--- config.mk ---
export PLATFORM = sky130hd
export DESIGN_NAME = mux_arb_nto1
export DESIGN_NICKNAME = d
export VERILOG_FILES = /design/src/rtl/mux_pkg.sv /design/src/rtl/mux_arb_nto1_rr_arbiter.sv /design/src/rtl/mux_arb_nto1.sv
export SDC_FILE = /design/constraint.sdc
export NUM_CORES = 1
export LEC_CHECK = 0
export ABC_AREA = 1
export CAP_MARGIN = 10
export CORE_AREA = 2 2 84 86
export CTS_CLUSTER_DIAMETER = 150
export DETAILED_ROUTE_END_ITERATION = 10
export DIE_AREA = 0 0 86 88
export GPL_TIMING_DRIVEN = 0
export PLACE_DENSITY = 0.94
export SYNTH_ARGS = -nofsm -noshare
export SYNTH_HDL_FRONTEND = slang
export SYNTH_SLANG_ARGS = --single-unit
--- constraint.sdc ---
create_clock -name clk -period 4 [get_ports clk]
set_input_delay 0.6 -clock clk [delete_from_list [all_inputs] [get_ports clk]]
set_output_delay 0.6 -clock clk [all_outputs]
set_load 0.01 [all_outputs]
--- src/rtl/mux_pkg.sv ---
// Shared constants and helpers for the N-to-1 arbitrated output mux.
package mux_pkg;

    localparam int ARB_MODE_FIXED = 0;
    localparam int ARB_MODE_RR    = 1;

    // Select-index width, never narrower than one bit.
    function automatic int sel_width(input int n);
        return (n <= 2) ? 1 : $clog2(n);
    endfunction

endpackage

--- src/rtl/mux_arb_nto1_rr_arbiter.sv ---
// One-hot arbiter: fixed priority (lowest index) or round-robin from a start pointer.
module rr_arbiter
    import mux_pkg::*;
#(
    parameter int N    = 3,
    parameter int MODE = ARB_MODE_RR,
    localparam int SELW = sel_width(N)
) (
    input  logic [N-1:0]    eligible,
    input  logic [SELW-1:0] ptr,
    input  logic            advance,
    output logic [N-1:0]    grant,
    output logic [SELW-1:0] grant_idx,
    output logic            any_grant,
    output logic [SELW-1:0] next_ptr
);

    int unsigned start;
    int unsigned idx;

    always_comb begin
        grant     = '0;
        grant_idx = '0;
        any_grant = 1'b0;
        next_ptr  = ptr;
        idx       = 0;
        start     = (MODE == ARB_MODE_RR) ? 32'(ptr) : 32'd0;
        // Scan upward from the start index, wrapping; first eligible hit wins.
        for (int unsigned k = 0; k < N; k++) begin
            idx = (start + k) % N;
            if (!any_grant && eligible[idx]) begin
                any_grant  = 1'b1;
                grant[idx] = 1'b1;
                grant_idx  = SELW'(idx);
            end
        end
        if (advance && any_grant && (MODE == ARB_MODE_RR)) begin
            next_ptr = (32'(grant_idx) == N - 1) ? '0 : grant_idx + 1'b1;
        end
    end

endmodule

--- src/rtl/mux_arb_nto1.sv ---
// N-to-1 registered mux with valid/ready on every port, built-in arbitration
// and an optional forced-select path.
module mux_arb_nto1
    import mux_pkg::*;
#(
    parameter int DATAWIDTH  = 32,
    parameter int NUM_INPUTS = 3,
    parameter int ARB_MODE   = ARB_MODE_RR,
    localparam int SELW = sel_width(NUM_INPUTS)
) (
    input  logic                            clk,
    input  logic                            reset,
    input  logic [NUM_INPUTS-1:0]           in_valid,
    input  logic [NUM_INPUTS*DATAWIDTH-1:0] in_data,
    output logic [NUM_INPUTS-1:0]           in_ready,
    input  logic                            force_sel_en,
    input  logic [SELW-1:0]                 force_sel,
    output logic                            out_valid,
    output logic [DATAWIDTH-1:0]            out_data,
    output logic [SELW-1:0]                 out_sel,
    input  logic                            out_ready,
    output logic                            sel_err
);

    logic                  out_valid_q, out_valid_d;
    logic [DATAWIDTH-1:0]  out_data_q,  out_data_d;
    logic [SELW-1:0]       out_sel_q,   out_sel_d;
    logic                  sel_err_q,   sel_err_d;
    logic [SELW-1:0]       rr_ptr_q,    rr_ptr_d;

    logic                  accept;
    logic                  force_ok;
    logic                  xfer;
    logic [NUM_INPUTS-1:0] eligible;
    logic [NUM_INPUTS-1:0] grant;
    logic [SELW-1:0]       grant_idx;
    logic                  any_grant;
    logic [SELW-1:0]       next_ptr;

    always_comb begin
        accept   = !out_valid_q || out_ready;
        force_ok = 32'(force_sel) < 32'(NUM_INPUTS);
        if (!force_sel_en) begin
            eligible = in_valid;
        end else if (force_ok) begin
            eligible = in_valid & (NUM_INPUTS'(1) << force_sel);
        end else begin
            eligible = '0;
        end
    end

    rr_arbiter #(
        .N    (NUM_INPUTS),
        .MODE (ARB_MODE)
    ) u_arb (
        .eligible  (eligible),
        .ptr       (rr_ptr_q),
        .advance   (xfer),
        .grant     (grant),
        .grant_idx (grant_idx),
        .any_grant (any_grant),
        .next_ptr  (next_ptr)
    );

    always_comb begin
        xfer        = any_grant && accept;
        // Gated by reset so no producer sees a ready while state is being cleared.
        in_ready    = (accept && !reset) ? grant : '0;
        out_valid_d = out_valid_q;
        out_data_d  = out_data_q;
        out_sel_d   = out_sel_q;
        rr_ptr_d    = rr_ptr_q;
        sel_err_d   = force_sel_en && !force_ok && accept;
        if (xfer) begin
            out_valid_d = 1'b1;
            out_data_d  = in_data[32'(grant_idx)*DATAWIDTH +: DATAWIDTH];
            out_sel_d   = grant_idx;
            rr_ptr_d    = next_ptr;
        end else if (out_ready) begin
            out_valid_d = 1'b0;
        end
    end

    always_ff @(posedge clk or posedge reset) begin
        if (reset) begin
            out_valid_q <= 1'b0;
            out_data_q  <= '0;
            out_sel_q   <= '0;
            sel_err_q   <= 1'b0;
            rr_ptr_q    <= '0;
        end else begin
            out_valid_q <= out_valid_d;
            out_data_q  <= out_data_d;
            out_sel_q   <= out_sel_d;
            sel_err_q   <= sel_err_d;
            rr_ptr_q    <= rr_ptr_d;
        end
    end

    assign out_valid = out_valid_q;
    assign out_data  = out_data_q;
    assign out_sel   = out_sel_q;
    assign sel_err   = sel_err_q;

endmodule

### Logic cells by family

Drawn at 3 px/µm.
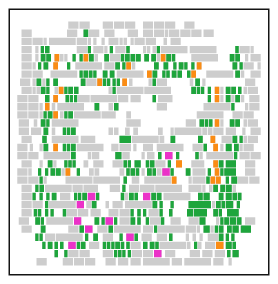
- non-inverting ao/oa cells: magenta (cells 11; most used o21a_1)
- aoi and oai cells: orange (cells 28; most used a21oi_1)
- nand cells: green (cells 260; most used nand2_1; where all over the die)
combinational share of cell area: 34.88%
most frequent logic cell in the layout: clkdlybuf4s50_1
final non-filler cell total: 675

### Routed clock nets over the placement

Drawn at 6 px/µm.
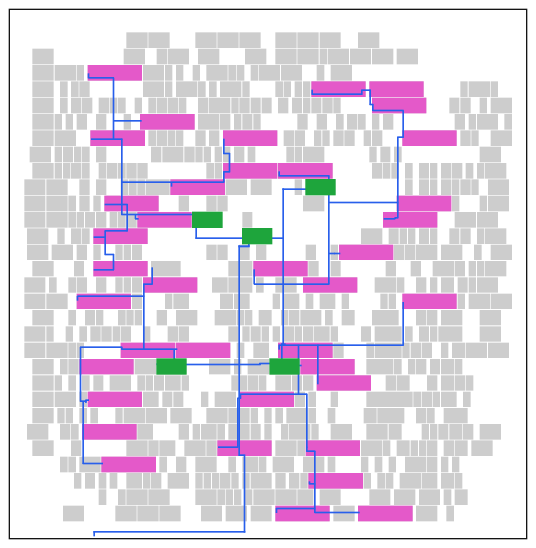
- clock drivers: green (count 5)
- flip-flops: magenta (count 38)
- clock wires: blue (length 532 µm)
- routed clock nets: 6
clock latency at the later pin of the worst-skew pair: 0.29 ns
Clk. pwr: 0.000266 W
skew final: 0.008347 ns

### Wiring by layer

Drawn at 3 px/µm.
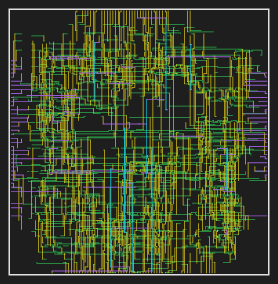
- metal 2: yellow (wire length 4860 µm)
- metal 3: purple (wire length 580 µm)
- metal 4: cyan (wire length 255 µm)
- metal 1: green (wire length 3860 µm)
Total Routing Usage GR: 25.88%
via count: 3467
WL/cell: 14.16 µm
drt total wl: 9559 µm

==> GITHUB_STEP_SUMMARY <==
## PnR job results

| Metric | Value |
|---|---|
| Num tapcells | `80` |
| Overall Power | `0.004034 W` |
| Cell taking the most area after synthesis | `dfrtp_1` |
| Comb area | `1565 µm²` |
| Cts repair resizes | `0` |
| Crit. Startpoint | `force_sel[1]` |
| Power Internal | `0.001997 W` |
| Initial antenna violation count | `0` |
| Cycle use final | `89.81%` |
| Final-report setup violation count | `0` |
| Hold Path Cell Cnt | `2` |
| Yosys adder share | `1.741%` |
| OpenROAD warning count | `29` |
| N_diodes | `0` |
| Yosys Instances | `446` |
| Critical register-to-register path startpoint | `rr_ptr_q[0]` |
| First-pass GRT wire length | `15510 µm` |
| Core region area | `6644 µm²` |
| Reg2Reg Setup Slack | `1.45 ns` |
| Worst Setup EP | `in_ready[1]` |
| Most frequent cell after synthesis | `nand2_1` |
| And+or+nand+nor area frac | `44.84%` |
| Number of global-route vias before repair | `3386` |
| Design area | `4488 µm²` |
| Synth cell count leaders | `nand2_1, nand3_1, inv_1, dfrtp_1` |
| Largest class | `non-clock buffers` |
| Most instantiated logic cells after routing | `clkdlybuf4s50_1, nand2_1, nand3_1` |
| Registers, synthesis | `38` |
| XOR/XNOR Area Share | `0%` |
| Count of library flops with an enable pin | `0` |
| Ys flop type | `dfrtp_1` |
| Placed insts | `669` |
| Crit Path Class | `primary input to primary output` |
| Storage cell area | `950.9 µm²` |
| Hold Violations, Final | `0` |
| Number of signal-net buffers in the layout | `170` |
| Gr ovfl total | `0` |
| Combinational cell fraction of total power | `75.7%` |
| Switch Pwr | `0.002037 W` |
| GR Util met1 | `31.40%` |
| Seq/total area | `21.19%` |
| CP Data Arrival Time | `2.99 ns` |
| Post-CTS Hold Buffers | `0` |
| Num Clock Sinks | `38` |
| Seq power | `0.000715 W` |
| Top cell type's share of synthesized area | `33.09%` |
| Place WS | `0.4670 ns` |
| Flip-flops | `38` |
| Final Util | `67.55%` |
| Die Width | `86 µm` |
| Fin Setup TNS | `0 ns` |
| Cell Area, Synth | `2874 µm²` |
| Async SR Flop Fraction | `100.0%` |
| Multi-In Gates | `327` |
| Via density | `5.136` |
| Gpl congestion | `0.8549` |
| Nets@finish | `705` |
| Mean Syn Cell Area | `6.444 µm²` |
| Synth logic family | `simple AND/OR/NAND/NOR gates` |
| Synthesis-to-finish area growth | `56.16%` |
| Combinational Power | `0.00305 W` |
| I/O Pins | `144` |
| Register area share after synthesis | `33.09%` |
| H-tree depth | `2` |
| Non-clk buf share | `35.35%` |
| Status | `complete, no violations` |
| Hold WC Path Type | `flip-flop to flip-flop` |
| Flop pwr share | `17.7%` |
| Synth top area cells | `dfrtp_1, nand2_1, nand3_1, inv_1, a21oi_1` |
| RSZ-0062 raised after global routing | `no` |
| Die area | `7568 µm²` |
| Hpwl dp | `7356 µm` |
| CTS root buf | `clkbuf_8` |
| Worst Hold Launch | `out_sel[0]` |
| Post-route minimum period | `3.593 ns` |
| Worst Hold Path EP | `out_sel[0]` |
| Leak | `2.266 nW` |
| Reg-to-reg endpoint | `out_data[25]` |
| VDD IR max | `0.4766 mV` |
| Slew @ Worst Pin | `0.8122 ns` |
| Die Span Y | `88 µm` |
| Cell Area, Placed | `4405 µm²` |
| CTS tree | `done` |
| Drt initial violations | `196` |
| Crit end category | `primary output` |
| GR peak layer | `met2` |
| Clock Power Share | `6.6%` |
| Fmax | `278.4 MHz` |
| Post-DRT Antenna Nets | `0` |
| Postcts setup bufs | `0` |
| Maximum number of pins on one net before global-route repair | `39` |
| Sw frac | `50.50%` |
| Grt met2 use | `46.44%` |
| Cell Pwr Density | `898.9 nW/µm²` |
| Max-slew headroom | `45.78%` |
| Synth warn | `0` |
| Crit path launch type | `primary input` |
### The clock network

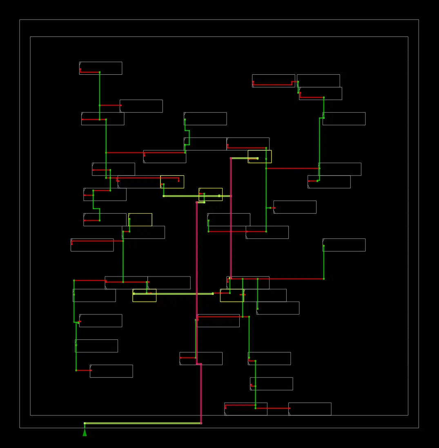
clock buffers: 6
CTS Buf Count: 5

### The metal 3 layer

Drawn at 6 px/µm.
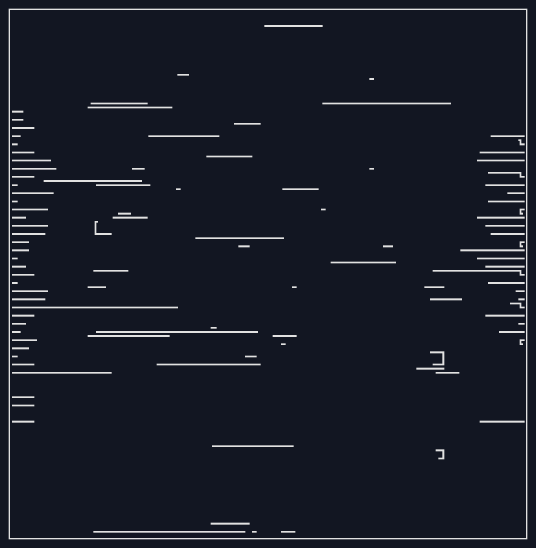
- main direction: horizontal
- wire length on this layer: 580 µm
GRT met3 Usage: 3.959%

-- worst max-delay path: stages --
cell and delay (ns):
clkdlybuf4s50_1 0.52, nand2_1 0.09, a21boi_1 0.28, nand3_1 0.15
nand2_2 0.14, nand2_2 0.08, nand2_2 0.08, nand2_4 0.09
buf_2 0.21, a21oi_1 0.19, clkdlybuf4s50_1 0.56
-- routing by layer --
| layer | vias up | routed length, µm |
|---|---|---|
| met4 | 0 | 255 |
| li1 | 1722 | - |
| met5 | - | 0 |
| met3 | 19 | 580 |
| met1 | 1590 | 3859 |
| met2 | 136 | 4864 |
-- sequential cells by signal, summed over array words and instances (netlist names) --
| signal | flops |
|---|---|
| out_data | 32 |
| out_sel | 2 |
| sel_err | 1 |
| out_valid | 1 |
| rr_ptr_q | 2 |
Power is estimated from default activity; no workload was simulated.
